<file path="src/rtl/glb_bus_scheduler_pkg.sv">
// Shared types for the GLB-to-bus scheduler: FSM states, the tagged bus word
// and the active-column clamp.
package bus_sched_pkg;

  localparam int TW_DATA_W = 16;
  localparam int TW_NUM_COL = 4;
  localparam int TW_NUM_ROW = 4;
  localparam int TW_X_W = $clog2(TW_NUM_COL);
  localparam int TW_Y_W = $clog2(TW_NUM_ROW);
  localparam int TW_C_W = TW_X_W + 1;

  typedef enum logic [1:0] {
    IDLE  = 2'd0,
    RUN   = 2'd1,
    FLUSH = 2'd2
  } state_t;

  typedef struct packed {
    logic [TW_DATA_W-1:0] data;
    logic [TW_X_W-1:0]    x_tag;
    logic [TW_Y_W-1:0]    y_tag;
  } tword_t;

  // Zero or an out-of-range request means "use every column".
  function automatic logic [TW_C_W-1:0] clamp_cols(input logic [TW_C_W-1:0] cfg,
                                                    input int unsigned     num_col);
    if (cfg == '0 || cfg > TW_C_W'(num_col)) return TW_C_W'(num_col);
    return cfg;
  endfunction

endpackage

</file>
<file path="src/rtl/glb_bus_scheduler_if.sv">
// Job control, GLB read port and tagged bus port of one scheduler instance.
interface glb_bus_scheduler_if #(
  parameter int GLB_DEPTH = 1024
);
  import bus_sched_pkg::*;

  localparam int AW = $clog2(GLB_DEPTH);

  logic                 start;
  logic                 abort;
  logic [AW-1:0]        base_addr;
  logic [AW:0]          len;
  logic [TW_C_W-1:0]    cols_cfg;
  logic                 busy;
  logic                 done;
  logic                 glb_en;
  logic [AW-1:0]        glb_addr;
  logic [TW_DATA_W-1:0] glb_dout;
  logic [TW_DATA_W-1:0] bus_data;
  logic [TW_X_W-1:0]    bus_x_tag;
  logic [TW_Y_W-1:0]    bus_y_tag;
  logic                 bus_valid;
  logic                 bus_ready;
  logic                 flush;

  modport slave (
    input  start, abort, base_addr, len, cols_cfg, glb_dout, bus_ready,
    output busy, done, glb_en, glb_addr, bus_data, bus_x_tag, bus_y_tag,
           bus_valid, flush
  );

  modport master (
    output start, abort, base_addr, len, cols_cfg, glb_dout, bus_ready,
    input  busy, done, glb_en, glb_addr, bus_data, bus_x_tag, bus_y_tag,
           bus_valid, flush
  );

endinterface

</file>
<file path="src/rtl/glb_bus_scheduler_fifo.sv">
// Two-entry FIFO of tagged words; push and pop may happen in the same cycle.
module fifo2_tagged
  import bus_sched_pkg::*;
(
  input  logic   i_clk,
  input  logic   i_rst,
  input  logic   i_clear,
  input  logic   i_push,
  input  tword_t i_din,
  input  logic   i_pop,
  output tword_t o_head,
  output logic   o_empty,
  output logic   o_full
);

  tword_t     r_mem [2];
  logic       r_wr;
  logic       r_rd;
  logic [1:0] r_count;

  always_ff @(posedge i_clk or posedge i_rst) begin
    if (i_rst) begin
      r_mem[0] <= '0;
      r_mem[1] <= '0;
      r_wr     <= 1'b0;
      r_rd     <= 1'b0;
      r_count  <= 2'd0;
    end else if (i_clear) begin
      r_wr    <= 1'b0;
      r_rd    <= 1'b0;
      r_count <= 2'd0;
    end else begin
      if (i_push) begin
        r_mem[r_wr] <= i_din;
        r_wr        <= ~r_wr;
      end
      if (i_pop) r_rd <= ~r_rd;
      r_count <= r_count + {1'b0, i_push} - {1'b0, i_pop};
    end
  end

  assign o_head  = r_mem[r_rd];
  assign o_empty = (r_count == 2'd0);
  assign o_full  = (r_count == 2'd2);

endmodule

</file>
<file path="src/rtl/glb_bus_scheduler.sv">
// Streams a contiguous GLB word range onto the X/Y multicast bus with
// raster-scan tags, a 2-word credit window and a closing flush pulse.
module glb_bus_scheduler
  import bus_sched_pkg::*;
#(
  parameter int DATA_WIDTH = 16,
  parameter int NUM_COL    = 4,
  parameter int NUM_ROW    = 4,
  parameter int GLB_DEPTH  = 1024
) (
  input  logic               i_clk,
  input  logic               i_rst,
  glb_bus_scheduler_if.slave s_if
);

  localparam int AW = $clog2(GLB_DEPTH);
  localparam int XW = $clog2(NUM_COL);
  localparam int YW = $clog2(NUM_ROW);
  localparam int CW = XW + 1;

  state_t          r_state;
  state_t          w_next;
  logic [AW-1:0]   r_base;
  logic [AW:0]     r_len;
  logic [AW:0]     r_issue_cnt;
  logic [AW:0]     r_pop_cnt;
  logic [CW-1:0]   r_cols;
  logic [XW-1:0]   r_x;
  logic [YW-1:0]   r_y;
  logic [XW-1:0]   r_fl_x;
  logic [YW-1:0]   r_fl_y;
  logic            r_inflight;

  logic            w_accept;
  logic            w_issue;
  logic            w_pop;
  logic            w_push;
  logic            w_credit_ok;
  logic            w_last_pop;
  logic            w_empty;
  logic            w_full;
  logic [AW:0]     w_sum;
  logic [DATA_WIDTH-1:0] w_rdata;
  tword_t          w_din;
  tword_t          w_head;

  assign w_accept = (r_state == IDLE) & s_if.start & ~s_if.abort;
  assign w_pop    = ~w_empty & s_if.bus_ready & ~s_if.abort;
  assign w_push   = r_inflight & ~s_if.abort;

  // occupancy + in_flight - pop < 2, written with the FIFO flags
  assign w_credit_ok = w_empty | (w_full & w_pop) | (~w_full & (~r_inflight | w_pop));

  assign w_issue    = (r_state == RUN) & ~s_if.abort & (r_issue_cnt < r_len) & w_credit_ok;
  assign w_last_pop = w_pop & (r_pop_cnt == r_len - (AW+1)'(1));

  assign w_sum = {1'b0, r_base} + r_issue_cnt;
  assign s_if.glb_addr = (w_sum >= (AW+1)'(GLB_DEPTH)) ?
                         AW'(w_sum - (AW+1)'(GLB_DEPTH)) : w_sum[AW-1:0];
  assign s_if.glb_en = w_issue;

  always_ff @(posedge i_clk or posedge i_rst) begin
    if (i_rst) r_state <= IDLE;
    else       r_state <= w_next;
  end

  always_comb begin
    w_next      = r_state;
    s_if.busy   = 1'b0;
    s_if.done   = 1'b0;
    s_if.flush  = 1'b0;
    case (r_state)
      IDLE: begin
        if (w_accept) w_next = (s_if.len == '0) ? FLUSH : RUN;
      end
      RUN: begin
        s_if.busy = 1'b1;
        if (w_last_pop) w_next = FLUSH;
      end
      FLUSH: begin
        s_if.busy  = 1'b1;
        s_if.done  = 1'b1;
        s_if.flush = 1'b1;
        w_next     = IDLE;
      end
      default: w_next = IDLE;
    endcase
    if (s_if.abort) w_next = IDLE;
  end

  always_ff @(posedge i_clk or posedge i_rst) begin
    if (i_rst) begin
      r_base      <= '0;
      r_len       <= '0;
      r_cols      <= '0;
      r_issue_cnt <= '0;
      r_pop_cnt   <= '0;
      r_x         <= '0;
      r_y         <= '0;
      r_fl_x      <= '0;
      r_fl_y      <= '0;
      r_inflight  <= 1'b0;
    end else begin
      r_inflight <= w_issue;
      if (w_issue) begin
        r_fl_x <= r_x;
        r_fl_y <= r_y;
      end
      if (w_accept) begin
        r_base      <= s_if.base_addr;
        r_len       <= s_if.len;
        r_cols      <= clamp_cols(s_if.cols_cfg, NUM_COL);
        r_issue_cnt <= '0;
        r_pop_cnt   <= '0;
        r_x         <= '0;
        r_y         <= '0;
      end else begin
        if (w_issue) begin
          r_issue_cnt <= r_issue_cnt + (AW+1)'(1);
          if ({1'b0, r_x} == r_cols - CW'(1)) begin
            r_x <= '0;
            r_y <= (r_y == YW'(NUM_ROW - 1)) ? '0 : r_y + YW'(1);
          end else begin
            r_x <= r_x + XW'(1);
          end
        end
        if (w_pop) r_pop_cnt <= r_pop_cnt + (AW+1)'(1);
      end
    end
  end

  assign w_rdata = s_if.glb_dout;
  always_comb begin
    w_din       = '0;
    w_din.data  = w_rdata;
    w_din.x_tag = r_fl_x;
    w_din.y_tag = r_fl_y;
  end

  fifo2_tagged u_fifo (
    .i_clk   (i_clk),
    .i_rst   (i_rst),
    .i_clear (s_if.abort),
    .i_push  (w_push),
    .i_din   (w_din),
    .i_pop   (w_pop),
    .o_head  (w_head),
    .o_empty (w_empty),
    .o_full  (w_full)
  );

  assign s_if.bus_valid = ~w_empty;
  assign s_if.bus_data  = w_head.data;
  assign s_if.bus_x_tag = w_head.x_tag;
  assign s_if.bus_y_tag = w_head.y_tag;

endmodule

</file>
<file path="src/flat_wrapper.sv">
// flat-port wrapper written by rule: the top's interface ports become plain ports
module glb_bus_scheduler_flat import bus_sched_pkg::*;
#(
  parameter int DATA_WIDTH = 16,
  parameter int NUM_COL    = 4,
  parameter int NUM_ROW    = 4,
  parameter int GLB_DEPTH  = 1024
)
  (i_clk, i_rst, s_if_start, s_if_abort, s_if_base_addr, s_if_len, s_if_cols_cfg, s_if_glb_dout, s_if_bus_ready, s_if_busy, s_if_done, s_if_glb_en, s_if_glb_addr, s_if_bus_data, s_if_bus_x_tag, s_if_bus_y_tag, s_if_bus_valid, s_if_flush);
  glb_bus_scheduler_if #(.GLB_DEPTH(GLB_DEPTH)) s_if_i ();
  input  logic i_clk;
  input  logic i_rst;
  input wire logic [$bits(s_if_i.start)-1:0] s_if_start;
  input wire logic [$bits(s_if_i.abort)-1:0] s_if_abort;
  input wire logic [$bits(s_if_i.base_addr)-1:0] s_if_base_addr;
  input wire logic [$bits(s_if_i.len)-1:0] s_if_len;
  input wire logic [$bits(s_if_i.cols_cfg)-1:0] s_if_cols_cfg;
  input wire logic [$bits(s_if_i.glb_dout)-1:0] s_if_glb_dout;
  input wire logic [$bits(s_if_i.bus_ready)-1:0] s_if_bus_ready;
  output wire logic [$bits(s_if_i.busy)-1:0] s_if_busy;
  output wire logic [$bits(s_if_i.done)-1:0] s_if_done;
  output wire logic [$bits(s_if_i.glb_en)-1:0] s_if_glb_en;
  output wire logic [$bits(s_if_i.glb_addr)-1:0] s_if_glb_addr;
  output wire logic [$bits(s_if_i.bus_data)-1:0] s_if_bus_data;
  output wire logic [$bits(s_if_i.bus_x_tag)-1:0] s_if_bus_x_tag;
  output wire logic [$bits(s_if_i.bus_y_tag)-1:0] s_if_bus_y_tag;
  output wire logic [$bits(s_if_i.bus_valid)-1:0] s_if_bus_valid;
  output wire logic [$bits(s_if_i.flush)-1:0] s_if_flush;
  assign s_if_i.start = s_if_start;
  assign s_if_i.abort = s_if_abort;
  assign s_if_i.base_addr = s_if_base_addr;
  assign s_if_i.len = s_if_len;
  assign s_if_i.cols_cfg = s_if_cols_cfg;
  assign s_if_i.glb_dout = s_if_glb_dout;
  assign s_if_i.bus_ready = s_if_bus_ready;
  assign s_if_busy = s_if_i.busy;
  assign s_if_done = s_if_i.done;
  assign s_if_glb_en = s_if_i.glb_en;
  assign s_if_glb_addr = s_if_i.glb_addr;
  assign s_if_bus_data = s_if_i.bus_data;
  assign s_if_bus_x_tag = s_if_i.bus_x_tag;
  assign s_if_bus_y_tag = s_if_i.bus_y_tag;
  assign s_if_bus_valid = s_if_i.bus_valid;
  assign s_if_flush = s_if_i.flush;
  glb_bus_scheduler #(.DATA_WIDTH(DATA_WIDTH), .NUM_COL(NUM_COL), .NUM_ROW(NUM_ROW), .GLB_DEPTH(GLB_DEPTH)) u_core (.i_clk(i_clk), .i_rst(i_rst), .s_if(s_if_i));
endmodule
</file>
<file path="config.mk">
export PLATFORM = sky130hd
export DESIGN_NAME = glb_bus_scheduler_flat
export DESIGN_NICKNAME = d
export VERILOG_FILES = /design/src/rtl/glb_bus_scheduler_pkg.sv /design/src/rtl/glb_bus_scheduler_if.sv /design/src/rtl/glb_bus_scheduler_fifo.sv /design/src/rtl/glb_bus_scheduler.sv /design/src/flat_wrapper.sv
export SDC_FILE = /design/constraint.sdc
export NUM_CORES = 1
export LEC_CHECK = 0
export CORE_MARGIN = 5
export CORE_UTILIZATION = 35
export CTS_CLUSTER_SIZE = 8
export DETAILED_ROUTE_END_ITERATION = 6
export PLACE_DENSITY_LB_ADDON = 0.15
export SLEW_MARGIN = 20
export SYNTH_ARGS = -nofsm -noshare
export SYNTH_HDL_FRONTEND = slang
export SYNTH_SLANG_ARGS = --single-unit
</file>
<file path="constraint.sdc">
create_clock -name i_clk -period 7.7 [get_ports i_clk]
set_clock_uncertainty 0.15 [all_clocks]
set_input_delay 1.54 -clock i_clk [delete_from_list [all_inputs] [get_ports i_clk]]
set_output_delay 1.54 -clock i_clk [all_outputs]
set_load 0.03 [all_outputs]
</file>
**Run 1: track usage over the die**

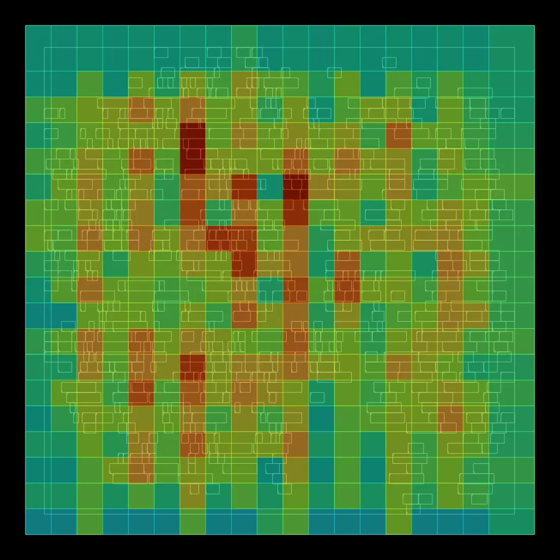
utilization after layout: 0.435
post-DR wirelength/cell: 15.2 µm
GRT Max-Usage Layer: met2
met1 Use GR: 0.181
GR Util All Layers: 0.140

**Run 1: cell sizes after repair**

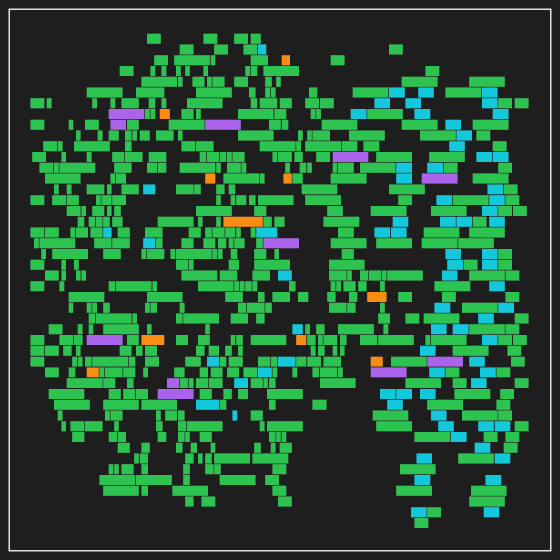
[drive 3 to 4] orange | cells: 10 | share: 1.7%
[drive 2] cyan | cells: 73 | share: 12% | most used: mux2_2
[drive 1 or less] green | cells: 512 | share: 84% | most used: dfrtp_1
[drive 6 and up] purple | cells: 11 | share: 1.8% | most used: clkbuf_16

==> changes_impl.md, run 1 <==
### Metrics

- Worst-path clk slew: 0.06 ns
- Leak: a little over 3 nW
- Remaining global-route overflow: 0
- # Taps: around 220
- Unique cell types: ~67
- Slew @ Worst Pin: 0.973 ns
- Crit path to: s_if_glb_en
- Most frequent CP cell: clkdlybuf4s50_1
- Syn_nets: approximately 610
- Type of origin of the critical path: input pin
- Area leader share: 0.452
- DRT Pass-1 Iters: 5
- Max clock buf depth: 2
- Seq share, synth: 0.452
- CTS tree: yes
- Status: completed
- Hold depth: 2
- Fill cells: roughly 1,600
- RD Place Congestion: around 0.79
- Min-delay worst type: flip-flop to flip-flop
- Met3 WL: ~680 µm
- Yosys reg bits: 101
- Post-synthesis cell area: 5600 µm²
- Hold Buf Count CTS: 0
- Comb pwr: about 750 µW
- Synth top cell by count: dfrtp_1
- Power in sequential cells: roughly 730 µW
- FFs w/ async S/R, synth: 1.00
- Crit path max-delay cell type: clkdlybuf4s50_1
- Reg power frac: 0.382
- PnR worst setup slack: 2.07 ns
- Switching Fraction: 0.363
- Worst slew margin: 0.350
- Worst Path Required: between 6 and 7 ns
- Post-synth EDFFs: 0
- CP max stage delay: 0.70 ns
- Global-route track usage on met3: 0.0459
- Clkbuf count: 11
- Top non-seq family: multiplexers
- Internal cell power: 1.22 mW
- Hold violation count in the final report: 0
- Inverters: 35
- Vertical die size: 136 µm
- R2r endpoint: u_core.r_state[0]
- Final ANT Viol Nets: 0
- Total negative slack: 0 ns
- Crit Path Category: input pin to output pin
- Max Fanout on Critical Path: 10
- Dominant class by area: logic gates
- Chip width: 136 µm
- Max-Cap Viols: 0
- Reg2reg path depth: 9
- CTS resizes: 0
- Largest net degree at the start of global routing: about 71
- Core Area: 15,800 µm²
- WL met1: 5880 µm
- Worst Hold End: u_core.r_base[0]
- Clk pwr share: 0.227
- Hold Worst Slack: around 0.33 ns
- Final Total Pwr: about 1.9 mW
- CP delay by family, top: buffers and inverters
- Ys cells: around 530
- Critical Path, Cell by Cell: clkdlybuf4s50_1 -> nand2b_1 -> a21oi_1 -> nand3_2 -> a21o_1 -> inv_4 -> clkdlybuf4s50_1
- I/O Pins: 80
- Final HPWL DP: 8930 µm
**Run 1: cell classes on the final placement**

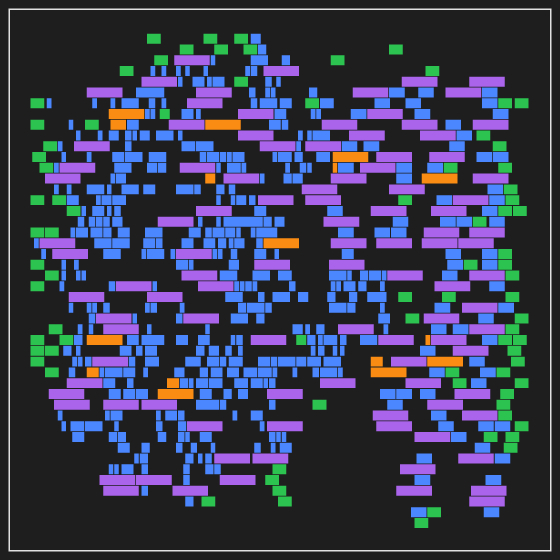
[clock drivers and dummy loads] orange | cells: 16 | share of their area: 4.2%
[all other logic] blue | cells: 408 | share of their area: 45%
[other buffers and delay cells] green | cells: 81 | share of their area: 12%
[flip-flops] purple | cells: 101 | share of their area: 38%

**Run 1: local utilization**

Bar = 50 µm. 14 x 14 tiles, from dark blue (low) to red (high), 0 to 100% covered.
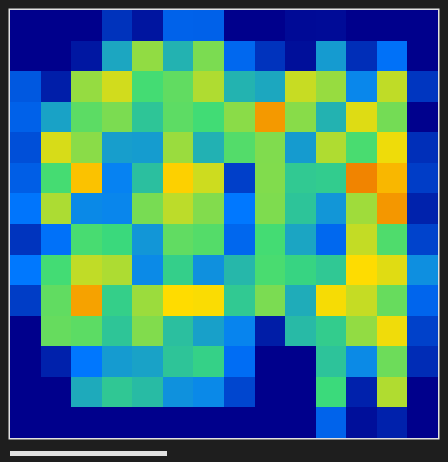

==> run 1 -> run 2 <==
==> constraint.sdc (replaced) <==
create_clock -name i_clk -period 5.2 [get_ports i_clk]
set_clock_uncertainty 0.15 [all_clocks]
set_input_delay 1.04 -clock i_clk [delete_from_list [all_inputs] [get_ports i_clk]]
set_output_delay 1.04 -clock i_clk [all_outputs]
set_load 0.03 [all_outputs]
**Run 2: local utilization**

Bar = 50 µm. 14 x 14 tiles, from dark blue (low) to red (high), 0 to 100% covered.
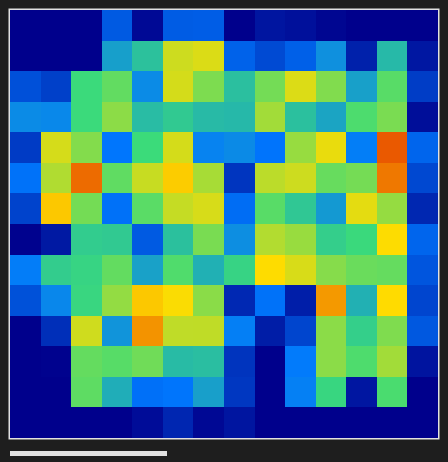
mean over tiles: 36%
nearly empty tiles: 16%
fullest tile: 90%
tiles over 75% full: 4.6%

==> changes_impl.md, run 2 <==
### Metrics

- Xor+xnor area frac: 0.0593
- Setup Fix Bufs, Post-CTS: 0
- Via count: roughly 4,000
- Synth mux share: 0.143
- GR Util All Layers: 0.141
- Cts bufs inserted: 9
- Met3 WL: between 500 and 600 µm
- Avg Inst Size Synth: around 11 µm²
- Met1 Use GR: 0.192
- Synth Instances: ~530
- Ratio of cells with drive above 1 in the final layout: 0.158
- Most frequent CP cell: clkdlybuf4s50_1
- Final setup vio count: 0
- CP bufs+invs: 3
- Clk pwr share: 0.233
- CTS root buf: clkbuf_16
- CP max stage delay: ~0.7 ns
- Top non-seq family: multiplexers
- Status: completed
- Unique cell types: roughly 67
- H-tree levels: 3
- Top pwr grp: combinational cells
- Register area: about 2500 µm²
- Min-delay worst type: flip-flop to flip-flop
- CTS resizes: 0
- Crit path depth: 7
- Clkbuf count: 9
- Top cells by count, synth: dfrtp_1 (101), mux2_2 (60), nand2_1 (60)
- CP Capture Type: output pin
- Power in sequential cells: ~1.1 mW
- Comb pwr: 1.11 mW
- Basic Gates by Area: 0.126
- Number of flip-flops in the largest register: about 40
- Synth Area in Adders: 0.0707
- GRT Max-Usage Layer: met2
- Initial antenna violation count: 0
- # Taps: 216
- Top reg by flops: u_core.u_fifo.r_mem
- First DRT Iteration DRCs: 228
- Reg2reg path depth: 9
- Final ANT Viol Nets: 0
- Clk pwr: roughly 670 µW
- Crit path to: s_if_glb_en
- Slew @ Worst Pin: ~0.98 ns
- Final HPWL DP: just under 9000 µm
- Internal cell power: about 1.8 mW
- Reg power frac: 0.378
- CP startpoint: s_if_abort
- RD Place Congestion: roughly 0.80
- Crit Path Category: input pin to output pin
- Met2 routed WL: about 5700 µm
- Top Layout Cells: dfrtp_1 (101), clkdlybuf4s50_1 (79), mux2_2 (60), nand2_1 (60), inv_1 (31)
- YS chip area: between 5000 and 6000 µm²
- Post-Synth AOI/OAI Area: 0.108
- Hold wc startpoint: u_core.r_base[3]
- Post-synth EDFFs: 0
- Hold Worst Slack: between 0.3 and 0.4 ns
- Total negative slack: 0 ns
- Fill cells: 1,559
- Dominant class by area: logic gates
- Fin cells: 822
- R2r endpoint: u_core.r_state[0]
- Top sig layer: met4
- Commonest Layout Cell: dfrtp_1
- Crit path max-delay cell type: clkdlybuf4s50_1
- Commonest flop: dfrtp_1
- FFs w/ async S/R, synth: 1.00
- Initial Util: 0.355
- Synth area leader: dfrtp_1
- Logic area: roughly 2800 µm²
- Max clock buf depth: 2
- Leak: 3.08 nW
- Hold depth: 2
- CTS tree: yes
- Area leader share: 0.452
- Largest net degree at the start of global routing: 89
- Max Fanout on Critical Path: 10
- Seq share, synth: 0.452
- Pwr Density: just over 400 nW/µm²
- Ys Warns: 0
- DP Worst Slack: roughly 0.56 ns
- Met2 usage: 0.226
- R2r setup slk: ~2.5 ns
- OpenROAD warnings: 28
- Syn_nets: just over 600
- I/O Pins: 80
- Via density per instance: slightly below 5
- Comb pwr share: 0.389
- Clk sink count: between 100 and 150
- Critical Path, Cell by Cell: clkdlybuf4s50_1 -> nand2b_1 -> a21oi_1 -> nand3_2 -> a21o_1 -> inv_4 -> clkdlybuf4s50_1
- Ys cells: between 500 and 600
- Placed instance area: between 6000 and 7000 µm²
- Chip width: about 140 µm
- Global-route track usage on met3: 0.0252
- Remaining global-route overflow: 0
- Synth top cell by count: dfrtp_1
- Max-Cap Viols: 0
- Utilization after layout: 0.436
- Inverters: 35
- Worst Path Required: 4.01 ns
- PnR worst setup slack: 0.575 ns
- Die ar.: roughly 19,000 µm²
- Post-DR wirelength/cell: 15.1 µm
- Final Total Pwr: 2.86 mW
- Hold Buf Count CTS: 0
- Hold violation count in the final report: 0
- DRT Pass-1 Iters: 6
- Layout area overhead: 23.0%
- Yosys reg bits: 101
- Worst slew margin: 0.344
- Remaining DRCs: 0
- CP Data Arrival Time: around 3.4 ns
- Post-synthesis cell area: ~5600 µm²
- Maximum vdd drop: about 0.18 mV
- Type of origin of the critical path: input pin
- Vertical die size: 136 µm
- Worst-path clk slew: about 0.07 ns
- Switching Fraction: 0.366
- Fin. max-slew vios: 0
- CP delay by family, top: buffers and inverters
- Global-route wire length before repair: between 20,000 and 25,000 µm
- WL met1: between 5000 and 6000 µm
- Core Area: between 15,000 and 20,000 µm²
- Worst Hold End: u_core.r_base[3]
- Number of I/O port buffers: about 80
Power is estimated from default activity; no workload was simulated.
